`config.mk`:
```
export PLATFORM = sky130hd
export DESIGN_NAME = controlador_mdio
export DESIGN_NICKNAME = d
export VERILOG_FILES = /design/src/rtl/controlador_mdio.sv
export SDC_FILE = /design/constraint.sdc
export NUM_CORES = 1
export LEC_CHECK = 0
export CELL_PAD_IN_SITES_DETAIL_PLACEMENT = 0
export CELL_PAD_IN_SITES_GLOBAL_PLACEMENT = 1
export CORE_MARGIN = 8
export CORE_UTILIZATION = 46
export DETAILED_ROUTE_END_ITERATION = 6
export GPL_TIMING_DRIVEN = 0
export PLACE_DENSITY_LB_ADDON = 0.1
export SLEW_MARGIN = 0
export SYNTH_ARGS = -nofsm -noshare
export SYNTH_HDL_FRONTEND = slang
export SYNTH_SLANG_ARGS = --single-unit
```
`constraint.sdc`:
```
create_clock -name clk -period 5.4 [get_ports clk]
set_clock_uncertainty 0.2 [all_clocks]
set_input_delay 0.81 -clock clk [delete_from_list [all_inputs] [get_ports clk]]
set_output_delay 0.81 -clock clk [all_outputs]
set_load 0.03 [all_outputs]
```
`src/rtl/controlador_mdio.sv`:
```
// MDIO management master: sequences one 32-bit frame per request and generates mdc.
// Reads release the line after 16 bits and capture the 16-bit reply.
module controlador_mdio #(
  parameter int PREAMBULO = 0
) (
  input  logic        clk,
  input  logic        reset,
  input  logic        iniciar,
  input  logic [31:0] transaccion,
  input  logic        mdio_in,
  output logic        mdc,
  output logic        mdio_out,
  output logic        mdio_oe,
  output logic        ocupado,
  output logic        listo,
  output logic        error,
  output logic [15:0] dato_leido,
  output logic [3:0]  estado_dbg
);

  typedef enum logic [3:0] {
    S_IDLE = 4'b0001,
    S_PRE  = 4'b0010,
    S_ENV  = 4'b0100,
    S_REC  = 4'b1000
  } estado_t;

  localparam logic [5:0] PRE_ULT = (PREAMBULO > 0) ? 6'(PREAMBULO - 1) : 6'd0;

  estado_t     estado, estado_nxt;
  logic [5:0]  cnt, cnt_nxt;
  logic [31:0] trama, trama_nxt;
  logic [14:0] shift, shift_nxt;
  logic        out_nxt, oe_nxt, ocupado_nxt, listo_nxt, error_nxt;
  logic [15:0] dato_nxt;
  logic [4:0]  idx_sig;
  logic        bajada;
  logic        op_valida;
  logic        es_lectura;

  // Every line update happens on the clk edge where mdc goes 1->0.
  assign bajada     = mdc;
  assign op_valida  = transaccion[29] ^ transaccion[28];
  assign es_lectura = trama[29];
  assign idx_sig    = 5'd30 - cnt[4:0];
  assign estado_dbg = estado;

  always_ff @(posedge clk or posedge reset) begin
    if (reset) begin
      estado     <= S_IDLE;
      cnt        <= '0;
      trama      <= '0;
      shift      <= '0;
      mdc        <= 1'b0;
      mdio_out   <= 1'b0;
      mdio_oe    <= 1'b0;
      ocupado    <= 1'b0;
      listo      <= 1'b0;
      error      <= 1'b0;
      dato_leido <= '0;
    end else begin
      estado     <= estado_nxt;
      cnt        <= cnt_nxt;
      trama      <= trama_nxt;
      shift      <= shift_nxt;
      mdc        <= ~mdc;
      mdio_out   <= out_nxt;
      mdio_oe    <= oe_nxt;
      ocupado    <= ocupado_nxt;
      listo      <= listo_nxt;
      error      <= error_nxt;
      dato_leido <= dato_nxt;
    end
  end

  // Request handshake: iniciar is taken only in IDLE with ocupado low; a valid
  // op latches the frame and raises ocupado, an invalid op pulses error instead.
  always_comb begin
    estado_nxt  = estado;
    cnt_nxt     = cnt;
    trama_nxt   = trama;
    shift_nxt   = shift;
    out_nxt     = mdio_out;
    oe_nxt      = mdio_oe;
    ocupado_nxt = ocupado;
    listo_nxt   = 1'b0;
    error_nxt   = 1'b0;
    dato_nxt    = dato_leido;
    unique case (estado)
      S_IDLE: begin
        if (!ocupado) begin
          if (iniciar) begin
            if (op_valida) begin
              trama_nxt   = transaccion;
              ocupado_nxt = 1'b1;
            end else begin
              error_nxt = 1'b1;
            end
          end
        end else if (bajada) begin
          cnt_nxt = '0;
          oe_nxt  = 1'b1;
          if (PREAMBULO > 0) begin
            estado_nxt = S_PRE;
            out_nxt    = 1'b1;
          end else begin
            estado_nxt = S_ENV;
            out_nxt    = trama[31];
          end
        end
      end
      S_PRE: begin
        if (bajada) begin
          if (cnt == PRE_ULT) begin
            estado_nxt = S_ENV;
            cnt_nxt    = '0;
            out_nxt    = trama[31];
          end else begin
            cnt_nxt = cnt + 6'd1;
          end
        end
      end
      S_ENV: begin
        if (bajada) begin
          // Reads stop after TA (bit 16), writes after bit 0.
          if ((es_lectura && cnt == 6'd15) || cnt == 6'd31) begin
            oe_nxt  = 1'b0;
            out_nxt = 1'b0;
            cnt_nxt = '0;
            if (es_lectura) begin
              estado_nxt = S_REC;
            end else begin
              estado_nxt  = S_IDLE;
              ocupado_nxt = 1'b0;
              listo_nxt   = 1'b1;
            end
          end else begin
            cnt_nxt = cnt + 6'd1;
            out_nxt = trama[idx_sig];
          end
        end
      end
      S_REC: begin
        if (bajada) begin
          shift_nxt = {shift[13:0], mdio_in};
          if (cnt == 6'd15) begin
            dato_nxt    = {shift, mdio_in};
            estado_nxt  = S_IDLE;
            ocupado_nxt = 1'b0;
            listo_nxt   = 1'b1;
            cnt_nxt     = '0;
          end else begin
            cnt_nxt = cnt + 6'd1;
          end
        end
      end
      default: begin
        estado_nxt  = S_IDLE;
        cnt_nxt     = '0;
        oe_nxt      = 1'b0;
        out_nxt     = 1'b0;
        ocupado_nxt = 1'b0;
      end
    endcase
  end

endmodule

```
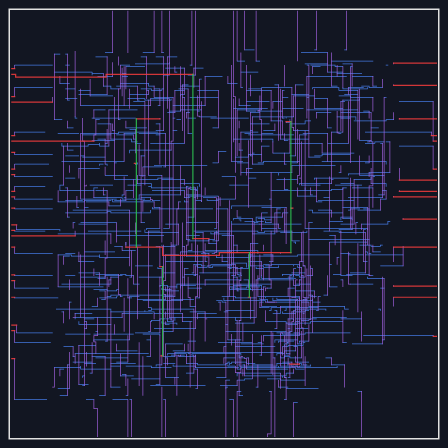
layers.png
| colour | layer | wire length |
|---|---|---|
| red | M3 | 263 um |
| purple | M2 | 3310 um |
| green | M4 | 136 um |
| blue | M1 | 3180 um |

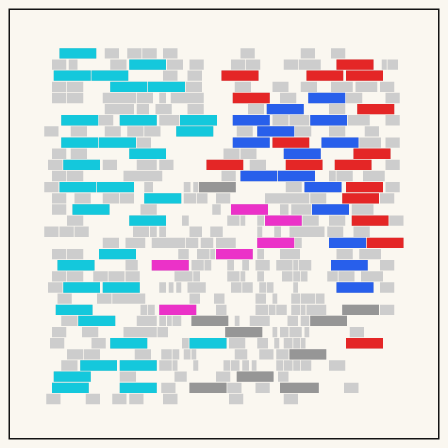
ff_map.png
Other sequential cells in the stronger grey, the rest of the logic in the fainter grey.
| colour | netlist name | sequential cells |
|---|---|---|
| magenta | `cnt` | 6 |
| red | `dato_leido` | 16 |
| cyan | `trama` | 32 |
| blue | `shift` | 15 |

==> results.yml <==
# synthesis and place-and-route metrics
final_timing:
  period_used_share: 0.4962
  maxSlewViolCount: 0
  worstMarginPinSlew_ns: 0.7504
  setup_viol: 0
  fin_ws_ns: 2.720
  final-hold-violation-count: 0
critical_path:
  critPathCaptureType: "output pin"
  crit_chain: "clkdlybuf4s50_1"
  reg2reg_to: "estado_dbg[2]"
flow_run:
  warning_count: 27
cells_and_area:
  inv_count: 7
  mostFrequentLayoutCells: "dfrtp_1 (77), clkdlybuf4s50_1 (60), mux2_2 (53)"
  seq_share: 0.4293
  largest_register_ffs: 32
  top_register: "trama"
  flop_area_sq_um: 1953
  comb_area_frac: 0.3358
  combGateArea_sq_um: 1528
pwr:
  max-vdd-ir-drop_mv: 0.2074
  power_frac_seq: 0.433
  swShare: 0.3159
  p_switching_uw: 602.0
  p_comb_uw: 630
  maxPowerGroup: "registers"
routing:
  wl_per_cell_um: 15.66
  via_per_inst: 5.161
  drt_iter0_drc: 54
place:
  portBuffers: 60
  gp_congestion: 0.7693
logic_synthesis:
  top_cell: "dfrtp_1"
  synth_nets: 299
  top_cell_area_share: 0.5357
  ys_ff: 78
  synth.area.top_cells: "dfrtp_1 (54%), mux2_2 (17%), mux2_4 (3.8%)"
  common_cells: "dfrtp_1 (77), mux2_2 (53), nand2_1 (10)"
  synth_cell_types: 44
run_status:
  run_status: "finished, final reports clean"
clocking:
  cts_buffers: 9
  htreeDepth: 3
  cts-hold-fix-buffers: 0
die:
  fp_util: 0.4704
-- per-stage QoR --
stage	power [mW]	hold slack, ns	cells
after floorplan	1.292	0.2739	261
after global placement	1.459	0.2824	423
after detailed placement	1.475	0.2897	424
after CTS	1.929	0.3099	440
after global routing	2.026	0.3276	440
final	1.905	0.3048	440
-- routing by layer --
metal | up-vias | global-route usage | wire length (um)
met1 | 1126 | 0.1672 | 3180
met4 | 0 | 0.06618 | 136
met3 | 12 | 0.03408 | 263
li1 | 1084 | - | -
met5 | - | 0 | 0
met2 | 49 | 0.2099 | 3310
Power figures rest on the tool's default switching activity, not on a simulated workload.
